<file path="config.mk">
export PLATFORM = sky130hd
export DESIGN_NAME = multi_cycle_controller_flat
export DESIGN_NICKNAME = d
export VERILOG_FILES = /design/src/rtl/multi_cycle_controller_pkg.sv /design/src/rtl/multi_cycle_controller_if.sv /design/src/rtl/mcc_decode.sv /design/src/rtl/multi_cycle_controller.sv /design/src/flat_wrapper.sv
export SDC_FILE = /design/constraint.sdc
export NUM_CORES = 1
export LEC_CHECK = 0
export ABC_AREA = 1
export CAP_MARGIN = 20
export CELL_PAD_IN_SITES_DETAIL_PLACEMENT = 0
export CELL_PAD_IN_SITES_GLOBAL_PLACEMENT = 1
export CORE_MARGIN = 4
export CORE_UTILIZATION = 25
export DETAILED_ROUTE_END_ITERATION = 8
export HOLD_SLACK_MARGIN = 0.1
export PLACE_DENSITY = 0.86
export RECOVER_POWER = 50
export SLEW_MARGIN = 25
export SYNTH_ARGS = -nofsm -noshare
export SYNTH_HDL_FRONTEND = slang
export SYNTH_SLANG_ARGS = --single-unit
</file>
<file path="constraint.sdc">
create_clock -name CLK -period 1.5 [get_ports CLK]
set_input_delay 0.3 -clock CLK [delete_from_list [all_inputs] [get_ports CLK]]
set_output_delay 0.3 -clock CLK [all_outputs]
set_load 0.01 [all_outputs]
</file>
<file path="src/rtl/multi_cycle_controller_pkg.sv">
// Shared ISA constants for the multi-cycle CPU: opcodes, controller states,
// ALU operation codes and the PC / destination-register mux encodings.
package multi_cycle_controller_pkg;

  localparam logic [5:0] OP_ADD   = 6'b000000;
  localparam logic [5:0] OP_SUB   = 6'b000001;
  localparam logic [5:0] OP_ADDIU = 6'b000010;
  localparam logic [5:0] OP_AND   = 6'b010000;
  localparam logic [5:0] OP_ANDI  = 6'b010001;
  localparam logic [5:0] OP_ORI   = 6'b010010;
  localparam logic [5:0] OP_SLT   = 6'b100110;
  localparam logic [5:0] OP_SLTI  = 6'b100111;
  localparam logic [5:0] OP_SW    = 6'b110000;
  localparam logic [5:0] OP_LW    = 6'b110001;
  localparam logic [5:0] OP_BEQ   = 6'b110100;
  localparam logic [5:0] OP_BNE   = 6'b110101;
  localparam logic [5:0] OP_J     = 6'b111000;
  localparam logic [5:0] OP_JR    = 6'b111001;
  localparam logic [5:0] OP_JAL   = 6'b111010;
  localparam logic [5:0] OP_HALT  = 6'b111111;

  typedef enum logic [2:0] {
    S_IF      = 3'b000,
    S_ID      = 3'b001,
    S_EXE_MEM = 3'b010,
    S_MEM     = 3'b011,
    S_WB_LW   = 3'b100,
    S_EXE_BR  = 3'b101,
    S_EXE_ALU = 3'b110,
    S_WB_ALU  = 3'b111
  } state_e;

  localparam logic [2:0] ALU_ADD = 3'b000;
  localparam logic [2:0] ALU_SUB = 3'b001;
  localparam logic [2:0] ALU_SLT = 3'b010;
  localparam logic [2:0] ALU_OR  = 3'b011;
  localparam logic [2:0] ALU_AND = 3'b100;

  localparam logic [1:0] PCSRC_SEQ    = 2'b00;
  localparam logic [1:0] PCSRC_BRANCH = 2'b01;
  localparam logic [1:0] PCSRC_REG    = 2'b10;
  localparam logic [1:0] PCSRC_JUMP   = 2'b11;

  localparam logic [1:0] REGDST_RA = 2'b00;
  localparam logic [1:0] REGDST_RT = 2'b01;
  localparam logic [1:0] REGDST_RD = 2'b10;

  typedef struct packed {
    logic       pc_wre;
    logic       ir_wre;
    logic       ins_mem_rw;
    logic       reg_wre;
    logic       m_rd;
    logic       m_wr;
    logic       alu_src_b;
    logic       ext_sel;
    logic       db_data_src;
    logic       wr_reg_d_src;
    logic [1:0] reg_dst;
    logic [1:0] pc_src;
    logic [2:0] alu_op;
  } ctrl_t;

  function automatic logic is_legal(input logic [5:0] op);
    return op inside {OP_ADD, OP_SUB, OP_ADDIU, OP_AND, OP_ANDI, OP_ORI,
                      OP_SLT, OP_SLTI, OP_SW, OP_LW, OP_BEQ, OP_BNE,
                      OP_J, OP_JR, OP_JAL, OP_HALT};
  endfunction

  function automatic logic is_rtype(input logic [5:0] op);
    return op inside {OP_ADD, OP_SUB, OP_AND, OP_SLT};
  endfunction

  // Instructions that finish in ID with only a PC update (illegal ops included).
  function automatic logic ends_in_id(input logic [5:0] op);
    return (op inside {OP_J, OP_JR, OP_JAL}) || !is_legal(op);
  endfunction

endpackage

</file>
<file path="src/rtl/multi_cycle_controller_if.sv">
// Controller <-> datapath bundle: opcode/zero flag in, enables and mux selects out.
// Combinational level signals, no handshake: each value is valid for the cycle it is shown.
interface multi_cycle_controller_if;
  logic [5:0] op;
  logic       zero;
  logic       PCWre;
  logic       IRWre;
  logic       InsMemRW;
  logic       RegWre;
  logic       mRD;
  logic       mWR;
  logic       ALUSrcB;
  logic       ExtSel;
  logic       DBDataSrc;
  logic       WrRegDSrc;
  logic [1:0] RegDst;
  logic [1:0] PCSrc;
  logic [2:0] ALUOp;
  logic [2:0] state;
  logic       halted;

  modport master (
    input  op, zero,
    output PCWre, IRWre, InsMemRW, RegWre, mRD, mWR, ALUSrcB, ExtSel,
           DBDataSrc, WrRegDSrc, RegDst, PCSrc, ALUOp, state, halted
  );

  modport slave (
    output op, zero,
    input  PCWre, IRWre, InsMemRW, RegWre, mRD, mWR, ALUSrcB, ExtSel,
           DBDataSrc, WrRegDSrc, RegDst, PCSrc, ALUOp, state, halted
  );
endinterface

</file>
<file path="src/rtl/mcc_decode.sv">
// Pure combinational decode of (state, op, zero) into datapath control signals.
module mcc_decode
  import multi_cycle_controller_pkg::*;
(
  input  state_e     state_i,
  input  logic [5:0] op_i,
  input  logic       zero_i,
  output ctrl_t      ctrl_o
);

  logic taken;
  assign taken = ((op_i == OP_BEQ) && zero_i) || ((op_i == OP_BNE) && !zero_i);

  always_comb begin
    ctrl_o = '0;

    // Enables depend on where the instruction is in its sequence.
    case (state_i)
      S_IF: begin
        ctrl_o.ins_mem_rw = 1'b1;
        ctrl_o.ir_wre     = 1'b1;
      end
      S_ID: begin
        ctrl_o.pc_wre  = ends_in_id(op_i);
        ctrl_o.reg_wre = (op_i == OP_JAL);
      end
      S_EXE_BR: ctrl_o.pc_wre = 1'b1;
      S_MEM: begin
        ctrl_o.m_rd   = (op_i == OP_LW);
        ctrl_o.m_wr   = (op_i == OP_SW);
        ctrl_o.pc_wre = (op_i == OP_SW);
      end
      S_WB_LW, S_WB_ALU: begin
        ctrl_o.pc_wre  = 1'b1;
        ctrl_o.reg_wre = 1'b1;
      end
      default: ;
    endcase

    ctrl_o.alu_src_b    = op_i inside {OP_ADDIU, OP_ANDI, OP_ORI, OP_SLTI, OP_LW, OP_SW};
    ctrl_o.ext_sel      = !(op_i inside {OP_ANDI, OP_ORI});
    ctrl_o.db_data_src  = (op_i == OP_LW);
    ctrl_o.wr_reg_d_src = (op_i != OP_JAL);

    if (op_i == OP_JAL)     ctrl_o.reg_dst = REGDST_RA;
    else if (is_rtype(op_i)) ctrl_o.reg_dst = REGDST_RD;
    else                    ctrl_o.reg_dst = REGDST_RT;

    if (op_i inside {OP_J, OP_JAL})           ctrl_o.pc_src = PCSRC_JUMP;
    else if (op_i == OP_JR)                   ctrl_o.pc_src = PCSRC_REG;
    else if ((state_i == S_EXE_BR) && taken)  ctrl_o.pc_src = PCSRC_BRANCH;
    else                                      ctrl_o.pc_src = PCSRC_SEQ;

    if (op_i inside {OP_SUB, OP_BEQ, OP_BNE})      ctrl_o.alu_op = ALU_SUB;
    else if (op_i inside {OP_SLT, OP_SLTI})        ctrl_o.alu_op = ALU_SLT;
    else if (op_i == OP_ORI)                       ctrl_o.alu_op = ALU_OR;
    else if (op_i inside {OP_AND, OP_ANDI})        ctrl_o.alu_op = ALU_AND;
    else                                           ctrl_o.alu_op = ALU_ADD;
  end

endmodule

</file>
<file path="src/rtl/multi_cycle_controller.sv">
// Multi-cycle CPU control unit: state register, halt flag and next-state logic;
// control outputs come from mcc_decode and are squashed during reset/halt.
module multi_cycle_controller
  import multi_cycle_controller_pkg::*;
(
  input  logic                      CLK,
  input  logic                      Reset,
  multi_cycle_controller_if.master  bus
);

  state_e state_q, state_d;
  logic   halted_q, halted_d;
  ctrl_t  ctrl_raw;
  ctrl_t  ctrl;

  always_comb begin
    state_d  = state_q;
    halted_d = halted_q;
    case (state_q)
      S_IF: state_d = S_ID;
      S_ID: begin
        if (halted_q) begin
          state_d = S_ID;
        end else if (bus.op == OP_HALT) begin
          state_d  = S_ID;
          halted_d = 1'b1;
        end else if (ends_in_id(bus.op)) begin
          state_d = S_IF;
        end else if (bus.op inside {OP_BEQ, OP_BNE}) begin
          state_d = S_EXE_BR;
        end else if (bus.op inside {OP_LW, OP_SW}) begin
          state_d = S_EXE_MEM;
        end else begin
          state_d = S_EXE_ALU;
        end
      end
      S_EXE_ALU: state_d = S_WB_ALU;
      S_WB_ALU:  state_d = S_IF;
      S_EXE_BR:  state_d = S_IF;
      S_EXE_MEM: state_d = S_MEM;
      S_MEM:     state_d = (bus.op == OP_LW) ? S_WB_LW : S_IF;
      S_WB_LW:   state_d = S_IF;
      default:   state_d = S_IF;
    endcase
  end

  always_ff @(posedge CLK) begin
    if (!Reset) begin
      state_q  <= S_IF;
      halted_q <= 1'b0;
    end else begin
      state_q  <= state_d;
      halted_q <= halted_d;
    end
  end

  mcc_decode u_decode (
    .state_i (state_q),
    .op_i    (bus.op),
    .zero_i  (bus.zero),
    .ctrl_o  (ctrl_raw)
  );

  // Reset zeroes everything so an aborted instruction cannot write on the reset edge;
  // once halted, op is ignored for enables so nothing else can be committed.
  always_comb begin
    ctrl = ctrl_raw;
    if (!Reset) begin
      ctrl = '0;
    end else if (halted_q) begin
      ctrl.pc_wre     = 1'b0;
      ctrl.ir_wre     = 1'b0;
      ctrl.ins_mem_rw = 1'b0;
      ctrl.reg_wre    = 1'b0;
      ctrl.m_rd       = 1'b0;
      ctrl.m_wr       = 1'b0;
    end
  end

  assign bus.PCWre     = ctrl.pc_wre;
  assign bus.IRWre     = ctrl.ir_wre;
  assign bus.InsMemRW  = ctrl.ins_mem_rw;
  assign bus.RegWre    = ctrl.reg_wre;
  assign bus.mRD       = ctrl.m_rd;
  assign bus.mWR       = ctrl.m_wr;
  assign bus.ALUSrcB   = ctrl.alu_src_b;
  assign bus.ExtSel    = ctrl.ext_sel;
  assign bus.DBDataSrc = ctrl.db_data_src;
  assign bus.WrRegDSrc = ctrl.wr_reg_d_src;
  assign bus.RegDst    = ctrl.reg_dst;
  assign bus.PCSrc     = ctrl.pc_src;
  assign bus.ALUOp     = ctrl.alu_op;
  assign bus.state     = Reset ? state_q : S_IF;
  assign bus.halted    = Reset & halted_q;

endmodule
</file>
<file path="src/flat_wrapper.sv">
// flat-port wrapper written by rule: the top's interface ports become plain ports
module multi_cycle_controller_flat import multi_cycle_controller_pkg::*;
  (CLK, Reset, bus_op, bus_zero, bus_PCWre, bus_IRWre, bus_InsMemRW, bus_RegWre, bus_mRD, bus_mWR, bus_ALUSrcB, bus_ExtSel, bus_DBDataSrc, bus_WrRegDSrc, bus_RegDst, bus_PCSrc, bus_ALUOp, bus_state, bus_halted);
  multi_cycle_controller_if bus_i ();
  input  logic CLK;
  input  logic Reset;
  input wire logic [$bits(bus_i.op)-1:0] bus_op;
  input wire logic [$bits(bus_i.zero)-1:0] bus_zero;
  output wire logic [$bits(bus_i.PCWre)-1:0] bus_PCWre;
  output wire logic [$bits(bus_i.IRWre)-1:0] bus_IRWre;
  output wire logic [$bits(bus_i.InsMemRW)-1:0] bus_InsMemRW;
  output wire logic [$bits(bus_i.RegWre)-1:0] bus_RegWre;
  output wire logic [$bits(bus_i.mRD)-1:0] bus_mRD;
  output wire logic [$bits(bus_i.mWR)-1:0] bus_mWR;
  output wire logic [$bits(bus_i.ALUSrcB)-1:0] bus_ALUSrcB;
  output wire logic [$bits(bus_i.ExtSel)-1:0] bus_ExtSel;
  output wire logic [$bits(bus_i.DBDataSrc)-1:0] bus_DBDataSrc;
  output wire logic [$bits(bus_i.WrRegDSrc)-1:0] bus_WrRegDSrc;
  output wire logic [$bits(bus_i.RegDst)-1:0] bus_RegDst;
  output wire logic [$bits(bus_i.PCSrc)-1:0] bus_PCSrc;
  output wire logic [$bits(bus_i.ALUOp)-1:0] bus_ALUOp;
  output wire logic [$bits(bus_i.state)-1:0] bus_state;
  output wire logic [$bits(bus_i.halted)-1:0] bus_halted;
  assign bus_i.op = bus_op;
  assign bus_i.zero = bus_zero;
  assign bus_PCWre = bus_i.PCWre;
  assign bus_IRWre = bus_i.IRWre;
  assign bus_InsMemRW = bus_i.InsMemRW;
  assign bus_RegWre = bus_i.RegWre;
  assign bus_mRD = bus_i.mRD;
  assign bus_mWR = bus_i.mWR;
  assign bus_ALUSrcB = bus_i.ALUSrcB;
  assign bus_ExtSel = bus_i.ExtSel;
  assign bus_DBDataSrc = bus_i.DBDataSrc;
  assign bus_WrRegDSrc = bus_i.WrRegDSrc;
  assign bus_RegDst = bus_i.RegDst;
  assign bus_PCSrc = bus_i.PCSrc;
  assign bus_ALUOp = bus_i.ALUOp;
  assign bus_state = bus_i.state;
  assign bus_halted = bus_i.halted;
  multi_cycle_controller u_core (.CLK(CLK), .Reset(Reset), .bus(bus_i));
endmodule
</file>
Run 1, routing congestion map:
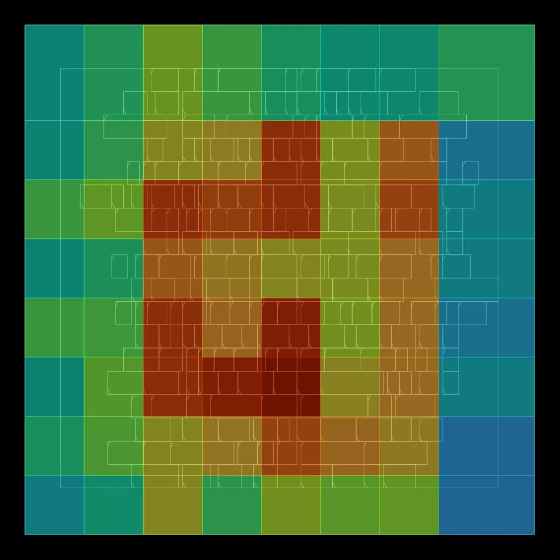
GRT busiest layer: met2
grt met2 use: 0.2871

Run 1, clock distribution:
(4 px per um)
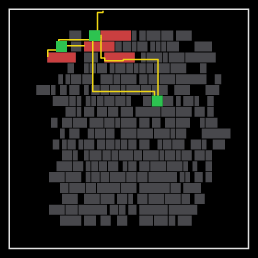
yellow -> clock wires  # length 91.4 um
red -> flip-flops  # count 4
green -> cells driving clock nets  # count 3
flops lie = north
routed clock nets = 4
Setup Skew: 0.01045 ns
Worst-Skew Late Latency: 0.25 ns
clock group share of total power: 0.223
Power Clock: 0.147 mW

Run 1, close-up of the layout:
Window x 35 to 55, y 5 to 25 um. Cells in gray, sequential cells in the stronger gray; small squares are vias.
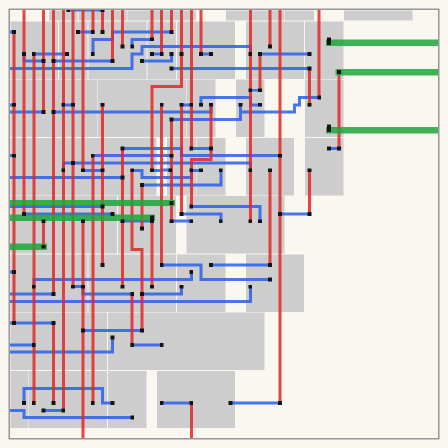
red -> met2
green -> met3
blue -> met1
most frequent = buf_2 (4), buf_4 (4)
sequential cells in the window = 0
cells with their middle in the window = 29

==> reports/metrics.cfg, run 1 <==
[yosys]
syn-num-nets = 140
yosys_cells = 131
yosys-top-cells-area = nand2_1 (15%), nor2_1 (15%), inv_1 (14%)
simple_gate_share = 0.5595
yosys-stat-area_um2 = 661.9
synth.comb.largest_family = simple AND/OR/NAND/NOR gates
yosys.area.top_type_share = 0.1531
synth.yosys.seq_area_share = 0.1210
synth_xor_xnor_area_share = 0
flop_cell = dfxtp_1
yosysUniqueCellTypes = 24
synthTopCellsByCount = nand2_1 (27), nor2_1 (26), inv_1 (24)
syn_area_um2 = 661.9
synth-edff-count = 0
top_area_cell = nand2_1
synth.ff_latch_count = 4
syn_area_per_cell_um2 = 5.053
fa_ha_area_frac = 0
most_common_cell = nand2_1
yosys_warnings = 0
synthCells = 131
post_synth_ao_oa_area_fraction = 0.1267

[timing]
layout_min_cycle_time_ns = 1.616
worst_slack_ns = -0.1156
finalSetupTns_ns = -0.5168
min_period_over_period = 1.077
slew_viol_final = 0
setup_viol = 9
max_clock_freq_mhz = 619.0
slew_headroom = 0.8552
worst_pin_slew_ns = 0.2170
final_hold_viol_count = 0
whs_ns = 0.5744

[floorplanning]
initCoreUtil = 0.2648
fp-row-count = 18
coreArea_mm2 = 0.002500
die_w_um = 59.46
tapCellCount = 30
chip_area_mm2 = 0.003535
ios = 30
die_h_um = 59.46

[critical_path]
endpoint = bus_PCWre
slowest_delay_ns = 0.33
critPathSlowestCell = dfxtp_2
crit_top_cell = buf_6
crit_family = buffers and inverters
crit_cells = 6
worstPathRequired_ns = 1.20
cp-end-kind = output pin
crit_fanout = 3
start_kind = register
rr_worst_depth = 9
r2r_start = u_core.state_q[2]
path_cells = buf_6, buf_6, nor2_4, nand2_2, a21oi_2, buf_2
arrival_ns = 1.32
critPathBufInv = 3
crit_path_start = u_core.state_q[2]
regToRegEndpoint = u_core.state_q[1]

[layout]
design.seq.count = 4
layout_top_cells = buf_4 (44), buf_2 (15), inv_1 (14)
comb_share = 0.4501
largest_reg_flops = 3
clock_cell_area_share = 0.01311
n_fill_cell = 180
dominant_cells = logic gates
clkbuf_count = 3
buf_share = 0.3933
reg_top3 = u_core.state_q (3), u_core.halted_q (1)
area_delta_synth_final_pct = 159.5
layout_top_cell = buf_4
flop_area_um2 = 83.83
regMostFlops = u_core.state_q
final_cell_area_mm2 = 0.001718
signal_buffers = 81
logic_area_um2 = 773.2
final_util = 0.6872
drive_gt1_frac = 0.7109
logic_gate_count = 97
stdcell_count = 241

[route]
drc = 0
wl_met3_um = 194
first_pass_iters = 4
dr_wl_met2_um = 1834
routed_wl_um = 3601
drt_iter0_drc = 26
vias = 1208
vias_per_cell = 5.012
top_layer = met4

[clock_network]
clockBufferDepth = 2
cts_tree = done
post_cts_buffers = 11
path_clk_slew_ns = 0.04
cts_buffers = 3
cts.repair.resized = 156
cts-root-buf = clkbuf_4
h-tree-depth = 1
cts_hold_buf = 0
cts_sinks = 4

[worst_hold_path]
min-delay-start = Reset
holdPathStages = 4
worstHoldPathType = in2reg

[global_routing]
grt_pass1_vias = 1111
grt_max_degree = 9
antenna_found_initial = 0
met3_usage = 0.03922
grt.overflow.total = 0
track_usage = 0.1690
grt_use_met1 = 0.2091

[run_status]
status = finished, violations left
violations = negative setup slack

[pwr]
p_sw_mw = 0.2669
seqPwrFrac = 0.177
ir_drop_mv = 0.5692
p_total_mw = 0.6591
p_comb_frac = 0.600
p_int_mw = 0.3922
cellLeakagePower_nw = 0.8608
pg_comb_mw = 0.396
switching_share = 0.4049
powerSeq_mw = 0.117
maxPowerGroup = combinational logic

[place]
routabilityCongestion = 0.9414
place_area_mm2 = 0.001259
io_buffers = 29
post-place-ws_ns = -1.061

[flow_run]
drv_cap = 0

Run 1, gate-type map:
(6 px per um)
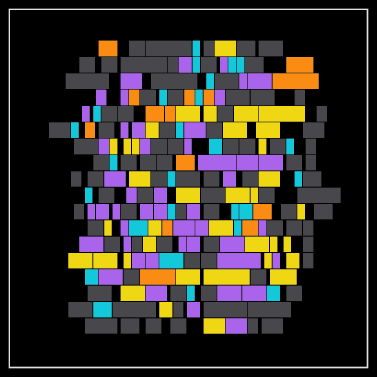

==> run 2: changes to the inputs <==
--- a/config.mk
+++ b/config.mk
@@ -12,6 +12,7 @@
 export CORE_MARGIN = 4
 export CORE_UTILIZATION = 25
 export DETAILED_ROUTE_END_ITERATION = 8
+export GPL_ROUTABILITY_DRIVEN = 0
 export HOLD_SLACK_MARGIN = 0.1
 export PLACE_DENSITY = 0.86
 export RECOVER_POWER = 50
Run 2, gate-type map:
(6 px per um)
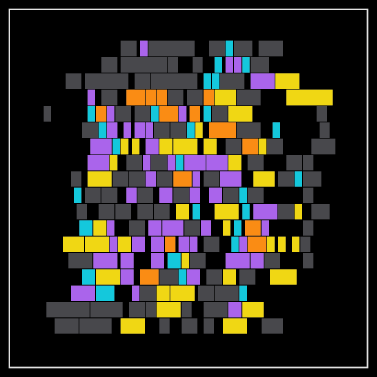
yellow -> NOR gates  # cells 36
cyan -> inverters  # cells 26
orange -> inverting AOI/OAI gates  # cells 14
purple -> NAND gates  # cells 47
Comb/total area: 0.4394
dominant logic cell type in the layout: buf_4
fin cells: 238

==> run 2 against run 1 <==
Effect of this change:
- the run still ends with negative setup slack left
- combinational power is 15% lower
- hold slack worse by 0.038 ns
- die size stayed put
- sequential power hardly changed
- clock power is 8% lower
- via count is 7.0% lower
- sequential share of layout area is 0.53 points higher
- count of clock-buffer cells in the layout stayed put
- critical endpoint unchanged
==> reports/metrics.cfg, run 2 <==
[yosys]
fa_ha_area_frac = 0
synthCells = 131
yosys-top-cells-area = nand2_1 (15%), nor2_1 (15%), inv_1 (14%)
flop_cell = dfxtp_1
syn_area_per_cell_um2 = 5.053
yosys.area.top_type_share = 0.1531
synth.ff_latch_count = 4
synth.yosys.seq_area_share = 0.1210
synth_xor_xnor_area_share = 0
post_synth_ao_oa_area_fraction = 0.1267
most_common_cell = nand2_1
syn-num-nets = 140
synthTopCellsByCount = nand2_1 (27), nor2_1 (26), inv_1 (24)
yosys_warnings = 0
synth.comb.largest_family = simple AND/OR/NAND/NOR gates
syn_area_um2 = 661.9
synth-edff-count = 0
simple_gate_share = 0.5595
top_area_cell = nand2_1
yosysUniqueCellTypes = 24
yosys-stat-area_um2 = 661.9

[global_routing]
grtUsageMet2 = 0.2949
grt_max_degree = 9
met3_usage = 0.03922
busiest_layer = met2
track_usage = 0.1686
grt.overflow.total = 0
antenna_found_initial = 0
grt_use_met1 = 0.2026
grt_pass1_vias = 1161

[route]
first_pass_iters = 4
dr_wl_met2_um = 1489
top_layer = met4
wl_met3_um = 161
vias = 1124
drc = 0
vias_per_cell = 4.723

[timing]
slew_headroom = 0.8574
whs_ns = 0.5362
worst_slack_ns = -0.09780
max_clock_freq_mhz = 625.9
slew_viol_final = 0
finalClockSkew_ns = 0.004593
setup_viol = 8
layout_min_cycle_time_ns = 1.598
worst_pin_slew_ns = 0.2120
finalSetupTns_ns = -0.5562
final_hold_viol_count = 0
min_period_over_period = 1.065

[critical_path]
crit_family = simple AND/OR/NAND/NOR gates
crit_path_start = bus_op[3]
worstPathRequired_ns = 1.20
r2r_start = u_core.state_q[2]
cp-end-kind = output pin
start_kind = input pin
critPathBufInv = 3
path_cells = buf_8, buf_6, nor2_4, nand2_2, nor2_4, nor2_2, nand2_2, nand2_1, nand2_1, a21oi_2, buf_2
regToRegEndpoint = u_core.state_q[1]
rr_worst_depth = 9
arrival_ns = 1.30
crit_cells = 11
critPathSlowestCell = nor2_4
endpoint = bus_PCWre
r2r_slack_ns = 0.07

[run_status]
violations = negative setup slack
status = finished, violations left

[floorplanning]
die_w_um = 59.46
tapCellCount = 30
die_h_um = 59.46
initCoreUtil = 0.2648
coreArea_mm2 = 0.002500
fp-row-count = 18
chip_area_mm2 = 0.003535
ios = 30

[clock_network]
cts_sinks = 4
cts.repair.resized = 160
clockBufferDepth = 2
path_clk_slew_ns = 0.04
cts_tree = done
post_cts_buffers = 9
clock_latency_ns = 0.24
cts_buffers = 3
h-tree-depth = 1
cts_hold_buf = 0

[pwr]
p_comb_frac = 0.574
ir_drop_mv = 0.5273
powerSeq_mw = 0.116
p_total_mw = 0.5888
maxPowerGroup = combinational logic
pg_comb_mw = 0.338
p_int_mw = 0.3661
clockPowerShare = 0.229
seqPwrFrac = 0.197
clock_power_mw = 0.135
cellLeakagePower_nw = 0.8083
switching_share = 0.3783

[layout]
flop_area_um2 = 83.83
drive_gt1_frac = 0.6587
dominant_cells = logic gates
final_util = 0.6196
largest_reg_flops = 3
final_cell_area_mm2 = 0.001549
regMostFlops = u_core.state_q
logic_gate_count = 97
design.seq.count = 4
layout_top_cells = buf_4 (44), nand2_1 (17), inv_1 (16)
clock_cell_area_share = 0.01454
signal_buffers = 78
area_delta_synth_final_pct = 134.0
n_fill_cell = 214
reg_top3 = u_core.state_q (3), u_core.halted_q (1)
clkbuf_count = 3
buf_share = 0.3966
logic_area_um2 = 680.7

[place]
io_buffers = 29
place_area_mm2 = 0.001259
post-place-ws_ns = -1.048

[flow_run]
drv_cap = 0

[worst_hold_path]
min-delay-start = bus_op[2]
worstHoldPathType = in2reg
holdPathStages = 5

Run 2, metal layers overlaid:
(6 px per um)
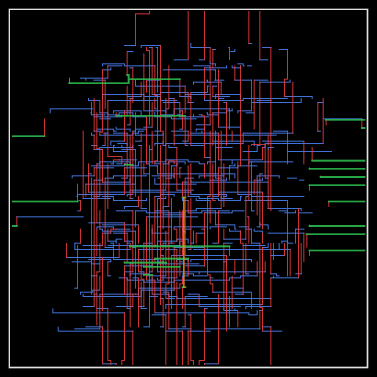
red -> met2  # wire length 1490 um
green -> met3  # wire length 161 um
blue -> met1  # wire length 1270 um
orange -> met4  # wire length 15.0 um
DRT Wirelength: 2932 um
drt wl/cell: 12.32 um

No activity file was given, so power comes from the tool's default toggle rates.
